## src/rtl/hazard_ctrl_pkg.sv

```systemverilog
// Shared definitions for the hazard controller, the ID-stage decoder and the
// pipe latches: FSM state encodings, the register-index width, the NOP
// instruction word, the HALT opcode and a bundled pipeline-control type.
package hazard_ctrl_pkg;

  localparam int unsigned REG_W_DEF = 5;

  // NOP is the all-zero instruction word; a flushed latch loads this value.
  localparam logic [31:0] NOP_INSTR   = 32'h0000_0000;
  localparam logic [5:0]  HALT_OPCODE = 6'h3F;

  typedef enum logic [1:0] {
    ST_RUN    = 2'd0,
    ST_DRAIN  = 2'd1,
    ST_HALTED = 2'd2
  } state_e;

  // One bundle of the four latch/PC controls, so the FSM can assign a whole
  // action in a single statement.
  typedef struct packed {
    logic pc_disa;
    logic if_id_disa;
    logic if_id_flush;
    logic id_ex_bubble;
  } pipe_ctl_t;

  localparam pipe_ctl_t CTL_NONE   = '{pc_disa: 1'b0, if_id_disa: 1'b0, if_id_flush: 1'b0, id_ex_bubble: 1'b0};
  // Freeze PC and IF/ID, insert a bubble into ID/EX.
  localparam pipe_ctl_t CTL_FREEZE = '{pc_disa: 1'b1, if_id_disa: 1'b1, if_id_flush: 1'b0, id_ex_bubble: 1'b1};
  // Wrong-path kill: PC takes the branch target, IF/ID and ID/EX get NOPs.
  localparam pipe_ctl_t CTL_FLUSH  = '{pc_disa: 1'b0, if_id_disa: 1'b0, if_id_flush: 1'b1, id_ex_bubble: 1'b1};

  // Saturating increment: holds at all-ones instead of wrapping.
  function automatic logic [31:0] sat_inc(input logic [31:0] val, input logic [31:0] max_val);
    return (val == max_val) ? val : val + 32'd1;
  endfunction

endpackage

```

## src/rtl/hazard_ctrl_detect.sv

```systemverilog
// hazard_detect: combinational load-use comparator.
// A load in EX targeting a non-zero register that the ID instruction reads
// (rs always, rt only when the instruction actually sources rt) forces one
// stall cycle.
//   ex_mem_read_i  load in EX
//   ex_rt_i        load destination register
//   id_rs_i        ID rs field
//   id_rt_i        ID rt field
//   id_uses_rt_i   ID instruction reads rt
//   lu_o           load-use hazard present this cycle
module hazard_detect #(
  parameter int unsigned REG_W = 5
) (
  input  logic             ex_mem_read_i,
  input  logic [REG_W-1:0] ex_rt_i,
  input  logic [REG_W-1:0] id_rs_i,
  input  logic [REG_W-1:0] id_rt_i,
  input  logic             id_uses_rt_i,
  output logic             lu_o
);

  logic rs_match;
  logic rt_match;

  assign rs_match = (ex_rt_i == id_rs_i);
  assign rt_match = id_uses_rt_i && (ex_rt_i == id_rt_i);

  // Register 0 is hardwired to zero, so a load into it never creates a hazard.
  assign lu_o = ex_mem_read_i && (ex_rt_i != '0) && (rs_match || rt_match);

endmodule

```

## src/rtl/hazard_ctrl.sv

```systemverilog
// hazard_ctrl: pipeline sequencing controller for the 5-stage core.
// Produces PC/IF-ID freeze, IF-ID flush and ID-EX bubble controls for
// load-use stalls, taken-branch flushes, HALT drain-and-stop and debug
// single-step. Controls are Mealy (state + current inputs) and forced to 0
// while reset is low.
//   clk, reset      clock; asynchronous active-low reset
//   id_rs/id_rt/id_uses_rt, ex_mem_read/ex_rt   load-use inputs
//   ex_branch_tkn   taken branch resolved in EX
//   id_halt         HALT decoded in ID
//   step_en/step_pulse  debug single-step gate
//   pc_disa, if_id_disa, if_id_flush, id_ex_bubble  pipeline controls
//   halted          core stopped after drain
//   stall_cnt       saturating load-use stall-cycle count
//
// state     | meaning
// ----------+------------------------------------------------------------
// ST_RUN    | normal issue; hazards, branches, HALT and step gating apply
// ST_DRAIN  | HALT seen; freeze front end while EX/MEM/WB empty out
// ST_HALTED | drained and stopped; only reset leaves
module hazard_ctrl #(
  parameter int unsigned REG_W     = 5,
  parameter int unsigned DRAIN_CYC = 3,
  parameter int unsigned CNT_W     = 16
) (
  input  logic             clk,
  input  logic             reset,
  input  logic [REG_W-1:0] id_rs,
  input  logic [REG_W-1:0] id_rt,
  input  logic             id_uses_rt,
  input  logic             ex_mem_read,
  input  logic [REG_W-1:0] ex_rt,
  input  logic             ex_branch_tkn,
  input  logic             id_halt,
  input  logic             step_en,
  input  logic             step_pulse,
  output logic             pc_disa,
  output logic             if_id_disa,
  output logic             if_id_flush,
  output logic             id_ex_bubble,
  output logic             halted,
  output logic [CNT_W-1:0] stall_cnt
);

  import hazard_ctrl_pkg::*;

  localparam int unsigned DCW = (DRAIN_CYC > 1) ? $clog2(DRAIN_CYC) : 1;
  localparam logic [DCW-1:0] DRAIN_LAST = DCW'(DRAIN_CYC - 1);
  localparam logic [CNT_W-1:0] CNT_MAX = '1;

  state_e           state_q, state_d;
  logic [DCW-1:0]   drain_q, drain_d;
  logic [CNT_W-1:0] stall_cnt_q, stall_cnt_d;
  pipe_ctl_t        ctl;
  logic             halted_c;
  logic             lu;

  hazard_detect #(.REG_W(REG_W)) u_detect (
    .ex_mem_read_i (ex_mem_read),
    .ex_rt_i       (ex_rt),
    .id_rs_i       (id_rs),
    .id_rt_i       (id_rt),
    .id_uses_rt_i  (id_uses_rt),
    .lu_o          (lu)
  );

  always_ff @(posedge clk or negedge reset) begin
    if (!reset) begin
      state_q     <= ST_RUN;
      drain_q     <= '0;
      stall_cnt_q <= '0;
    end else begin
      state_q     <= state_d;
      drain_q     <= drain_d;
      stall_cnt_q <= stall_cnt_d;
    end
  end

  always_comb begin
    state_d     = state_q;
    drain_d     = drain_q;
    stall_cnt_d = stall_cnt_q;
    ctl         = CTL_NONE;
    halted_c    = 1'b0;

    case (state_q)
      ST_RUN: begin
        if (step_en && !step_pulse) begin
          // Step mode with no advance request: hold everything, take no action.
          ctl = CTL_FREEZE;
        end else if (ex_branch_tkn) begin
          // ID holds a wrong-path instruction, so its hazard or HALT is moot.
          ctl = CTL_FLUSH;
        end else if (lu) begin
          ctl = CTL_FREEZE;
          if (stall_cnt_q != CNT_MAX) begin
            stall_cnt_d = stall_cnt_q + CNT_W'(1);
          end
        end else if (id_halt) begin
          // HALT is replaced by a bubble; the front end stays frozen from here on.
          ctl     = CTL_FREEZE;
          state_d = ST_DRAIN;
          drain_d = '0;
        end
      end

      ST_DRAIN: begin
        if (ex_branch_tkn) begin
          // A branch older than HALT redirected the stream: HALT was wrong-path.
          ctl     = CTL_FLUSH;
          state_d = ST_RUN;
          drain_d = '0;
        end else begin
          ctl = CTL_FREEZE;
          if (drain_q == DRAIN_LAST) begin
            state_d = ST_HALTED;
          end else begin
            drain_d = drain_q + DCW'(1);
          end
        end
      end

      ST_HALTED: begin
        ctl      = CTL_FREEZE;
        halted_c = 1'b1;
      end

      default: begin
        state_d = ST_RUN;
        drain_d = '0;
      end
    endcase
  end

  // Mealy outputs would otherwise follow live inputs during reset.
  assign pc_disa      = reset & ctl.pc_disa;
  assign if_id_disa   = reset & ctl.if_id_disa;
  assign if_id_flush  = reset & ctl.if_id_flush;
  assign id_ex_bubble = reset & ctl.id_ex_bubble;
  assign halted       = reset & halted_c;
  assign stall_cnt    = stall_cnt_q;

endmodule

```

## config.mk

```make
export PLATFORM = sky130hd
export DESIGN_NAME = hazard_ctrl
export DESIGN_NICKNAME = d
export VERILOG_FILES = /design/src/rtl/hazard_ctrl_pkg.sv /design/src/rtl/hazard_ctrl_detect.sv /design/src/rtl/hazard_ctrl.sv
export SDC_FILE = /design/constraint.sdc
export NUM_CORES = 1
export LEC_CHECK = 0
export CAP_MARGIN = 10
export CORE_MARGIN = 2
export CORE_UTILIZATION = 47
export CTS_CLUSTER_SIZE = 30
export DETAILED_ROUTE_END_ITERATION = 8
export PLACE_DENSITY = 0.87
export SLEW_MARGIN = 20
export SYNTH_ARGS = -nofsm -noshare
export SYNTH_HDL_FRONTEND = slang
export SYNTH_SLANG_ARGS = --single-unit
```

## constraint.sdc

```tcl
create_clock -name clk -period 3.3 [get_ports clk]
set_clock_uncertainty 0.1 [all_clocks]
set_input_delay 0.33 -clock clk [delete_from_list [all_inputs] [get_ports clk]]
set_output_delay 0.33 -clock clk [all_outputs]
set_load 0.02 [all_outputs]
```

==> results.txt, run 1 <==
yosys + openroad results -> Largest Pwr Group=sequential cells, Commonest flop=dfrtp_1, DR vias/cell=about 5.4, die area=~0.0032 mm², Max transition margin=slightly above 60%, CP cell instances=clkdlybuf4s50_1 -> xor2_1 -> nor4_1 -> a32oi_1 -> nor2_2 -> o21ai_0 -> a31oi_1 -> clkdlybuf4s50_1, ClkCell Share=slightly below 3%, flop count=20, Starting DRT DRC Count=33, grt total ovfl=0, total routed wirelength=just under 3000 µm, Yosys reg bits=20, Clock transition at path regs=0.11 ns, Area leader share=39.1%, die y size=56.2 µm, Design Area, Final=between 0.0015 and 0.002 mm², met1 WL=1290 µm, Root Buffer=clkbuf_4, capture point of the worst path=if_id_disa, XOR Share, Synth=17.1%, Slew Limit Fails=0, # setup viols final=0, Hold WS=0.293 ns, Basic Gates by Area=21.7%, Logic Gate Count=slightly above 100, initial antenna violation count=0, die width=approximately 56 µm, first-pass GRT wire length=5110 µm, Seq share, synth=around two fifths, most numerous logic cell after layout=clkdlybuf4s50_1, critical path's largest stage delay=0.64 ns, status=completed, CP max-delay cell=clkdlybuf4s50_1, Sw Ratio=around a third, Avg Synthesized Cell Area=9.85 µm², CP Launch Point=ex_rt[3], Flop area=approximately 500 µm², routability cong.=between 0.8 and 0.9, mux share=0.880%, Comb area share=roughly two fifths, WP data required=~2.9 ns, FILL cells=just under 200, Flop pwr share=about two fifths, largest cell class by area=logic gates, total negative setup slack=0 ns, fraction of area in registers=between 20 and 30%, ys cells=130, Largest logic family=simple AND/OR/NAND/NOR gates, R2R depth=5, PD cells=about 420 mW/mm², Setup Slack @ Placement=roughly 0.14 ns, CP max FO=4, layout cells sized above 1=just under 8%, Pleak=approximately 0.76 nW, startpoint types=primary input, Combinational Power Share=35.2%, top cells by count=dfrtp_1, xnor2_1, nand3_1, xor2_1, comb pwr=approximately 0.00027 W, mean routed wirelength per cell=roughly 14 µm, syn_nets=159, Initial DRT Pass Iterations=4, vias in the first global route=approximately 1,100, most frequent cell after synthesis=dfrtp_1, Resized cells post-CTS=0, FFs w/ async S/R, synth=100%, Worst path depth=8
Fig. 1: run 1, a small window of the routed layout
Region (30, 2) to (55, 27) µm. Cells in grey, sequential cells in the stronger grey; small squares are vias.
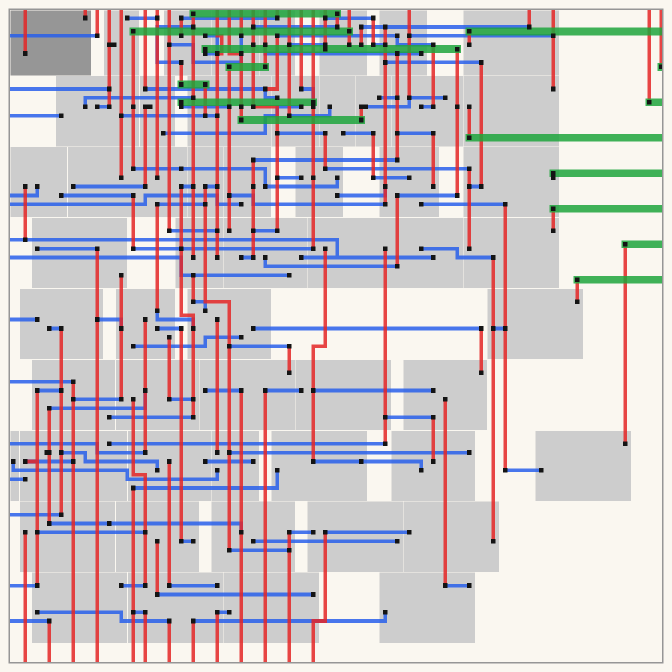
| colour | layer |
|---|---|
| blue | met1 |
| red | met2 |
| green | met3 |
most frequent: clkdlybuf4s50_1 (17), xor2_1 (7), inv_1 (4)
sequential cells in the window: 0
cells with their middle in the window: 51

Fig. 2: run 1, routing congestion map
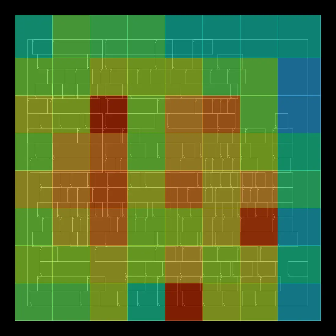
gr usage total: 19.9%
met1 Resource Use GR: 25.0%
routing usage on met3: 3.72%
final core occ: 71.2%
M2 GR Usage: 35.3%

Fig. 3: run 1, routed metal, one colour a layer
Only two layers are drawn.
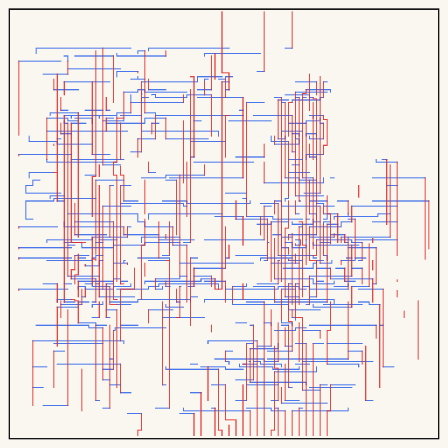
| colour | layer | wire length |
|---|---|---|
| blue | met1 | 1,290 µm |
| red | met2 | 1,450 µm |

--- run 2 (diff from run 1) ---
--- a/config.mk
+++ b/config.mk
@@ -11,6 +11,7 @@
 export CTS_CLUSTER_SIZE = 30
 export DETAILED_ROUTE_END_ITERATION = 8
 export PLACE_DENSITY = 0.87
+export SETUP_SLACK_MARGIN = 0.4
 export SLEW_MARGIN = 20
 export SYNTH_ARGS = -nofsm -noshare
 export SYNTH_HDL_FRONTEND = slang
==> results.txt, run 2 <==
yosys + openroad results -> met1 Resource Use GR=approximately a quarter, Combinational Power Share=between 30% and 40%, Basic Gates by Area=a little over a fifth, WP data required=2.87 ns, Initial DRT Pass Iterations=4, DR vias/cell=between 5 and 6, via count=1,108, Avg Synthesized Cell Area=9.85 µm², mean routed wirelength per cell=approximately 14 µm, fraction of area in registers=~28%, metal2 WL=between 1000 and 1500 µm, ClkCell Share=2.93%, total negative setup slack=0 ns, Largest logic family=simple AND/OR/NAND/NOR gates, met1 WL=roughly 1300 µm, Root Buffer=clkbuf_4, Cell Count, Final, Fillers Out=between 200 and 250, CP max-delay cell=or4_4, Comb area share=between 40% and 50%, clock tree sinks=20, mux share=less than 1%, Clock transition at path regs=about 0.11 ns, Yosys reg bits=20, Starting DRT DRC Count=26, CP Launch Point=ex_rt[1], Hold WS=0.293 ns, PD cells=~420 mW/mm², capture point of the worst path=id_ex_bubble, FILL cells=about 200, M2 GR Usage=35.3%, Pleak=roughly 0.77 nW, layout cells sized above 1=about 9.7%, Seq share, synth=39.1%, # IOs=44, total routed wirelength=approximately 2900 µm, Largest Pwr Group=sequential cells, grt total ovfl=0, syn_nets=~160, initial antenna violation count=0, CP max FO=4, Design Area, Final=between 0.0015 and 0.002 mm², Sw Ratio=32.0%, final core occ=a little under three quarters, Worst path depth=7, Resized cells post-CTS=4, Flop area=500 µm², R2R depth=5, most frequent cell after synthesis=dfrtp_1, sequential power=about 0.00029 W, critical path's largest stage delay=around 0.58 ns, ys cells=130, top cells by count=dfrtp_1, xnor2_1, nand3_1, xor2_1, first-pass GRT wire length=between 5000 and 6000 µm, largest cell class by area=logic gates, slew at the pin closest to its max-slew limit=approximately 0.59 ns, comb pwr=roughly 0.00026 W, CP cell instances=clkdlybuf4s50_1 -> or4_4 -> o21ai_4 -> nor2_2 -> o41ai_1 -> a21oi_1 -> dlygate4sd2_1, flop count=20, Area leader share=around 39%, FFs w/ async S/R, synth=100%, most numerous logic cell after layout=clkdlybuf4s50_1, Logic Gate Count=~100, Max transition margin=slightly above 60%, startpoint types=primary input, vias in the first global route=between 1,000 and 1,500, drt drc=0, die area=between 0.003 and 0.004 mm², Setup Slack @ Placement=approximately 0.14 ns, Tcrit/Tclk final=~88%, Flop pwr share=39.1%, gr usage total=roughly 20%, Final nets=roughly 200, top cells by area=dfrtp_1, xnor2_1, xor2_1, XOR Share, Synth=~17%, die width=about 56 µm, status=completed, routing usage on met3=~3.7%, setup bufs post-CTS=0, Slew Limit Fails=0, die y size=between 50 and 60 µm
Fig. 4: run 2, register map, names as in the netlist
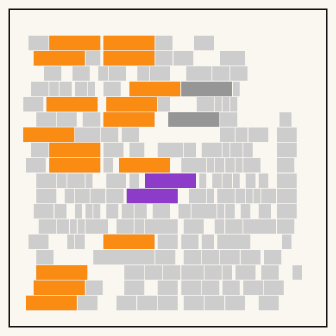
| colour | signal | flops |
|---|---|---|
| purple | state_q | 2 |
| orange | stall_cnt | 16 |

Fig. 5: run 2, a small window of the routed layout
Region (30, 2) to (55, 27) µm. Cells in grey, sequential cells in the stronger grey; small squares are vias.
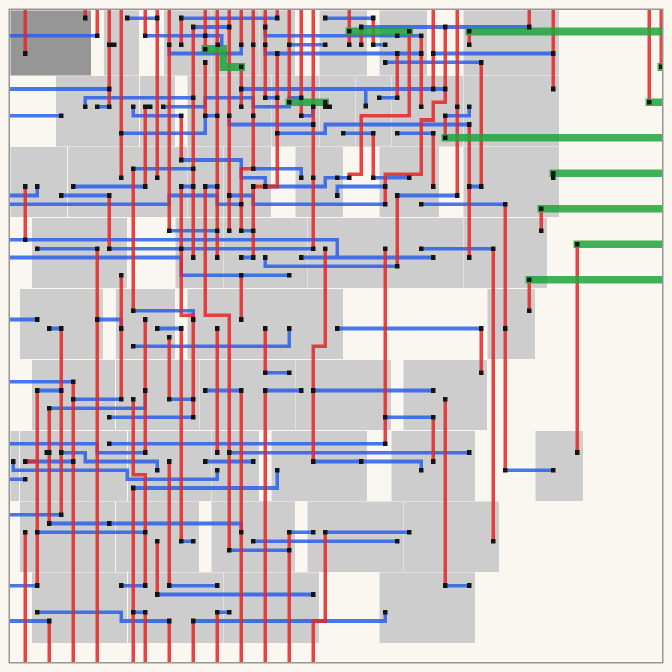
| colour | layer |
|---|---|
| green | met3 |
| blue | met1 |
| red | met2 |
sequential cells in the window: 0
cells with their middle in the window: 51
most frequent: clkdlybuf4s50_1 (14), xor2_1 (7), inv_1 (4)

--- run 3 (diff from run 2) ---
--- a/config.mk
+++ b/config.mk
@@ -7,10 +7,10 @@
 export LEC_CHECK = 0
 export CAP_MARGIN = 10
 export CORE_MARGIN = 2
-export CORE_UTILIZATION = 47
+export CORE_UTILIZATION = 48
 export CTS_CLUSTER_SIZE = 30
 export DETAILED_ROUTE_END_ITERATION = 8
-export PLACE_DENSITY = 0.87
+export PLACE_DENSITY = 0.88
 export SETUP_SLACK_MARGIN = 0.4
 export SLEW_MARGIN = 20
 export SYNTH_ARGS = -nofsm -noshare
==> results.txt, run 3 <==
yosys + openroad results -> R2R depth=6, most frequent cell after synthesis=dfrtp_1, Avg Synthesized Cell Area=9.85 µm², die width=approximately 56 µm, Basic Gates by Area=a little over a fifth, Final nets=roughly 210, PD cells=415 mW/mm², capture point of the worst path=pc_disa, total routed wirelength=between 3000 and 4000 µm, Max transition margin=slightly below 60%, Commonest flop=dfrtp_1, Worst path depth=8, Tcrit/Tclk final=85.4%, clock tree sinks=20, Design Area, Final=0.00182 mm², Logic Gate Count=102, first-pass GRT wire length=about 5400 µm, Clock transition at path regs=0.12 ns, Hold WS=0.344 ns, syn_nets=around 160, Seq share, synth=approximately 40%, total negative setup slack=0 ns, Flop area=~500 µm², met1 Resource Use GR=between 20% and 30%, # setup viols final=0, Area leader share=a little under 40%, Sw Ratio=a little under a third, FILL cells=180, sequential power=0.000290 W, setup bufs post-CTS=0, metal2 WL=1570 µm, fraction of area in registers=roughly 28%, status=completed, Slew Limit Fails=0, DR vias/cell=between 5 and 6, M2 GR Usage=between 30% and 40%, ClkCell Share=between 2 and 3%, vias in the first global route=1,171, FFs w/ async S/R, synth=100%
Fig. 6: run 3, routing congestion map
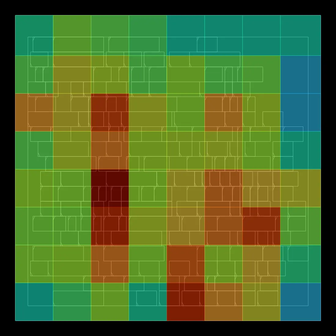
final core occ: 72.7%
gr busiest metal: met2

Fig. 7: run 3, routed metal, one colour a layer
Only two layers are drawn.
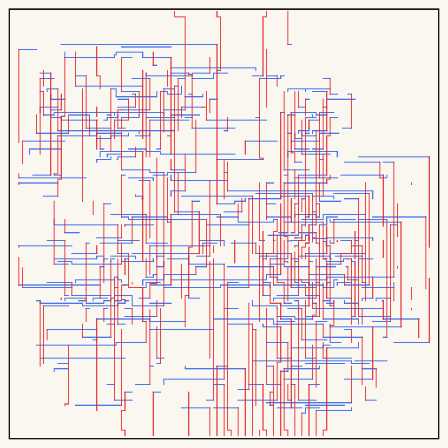
gr usage total: 21.3%
via count: 1,175

Power figures rest on the tool's default switching activity, not on a simulated workload.
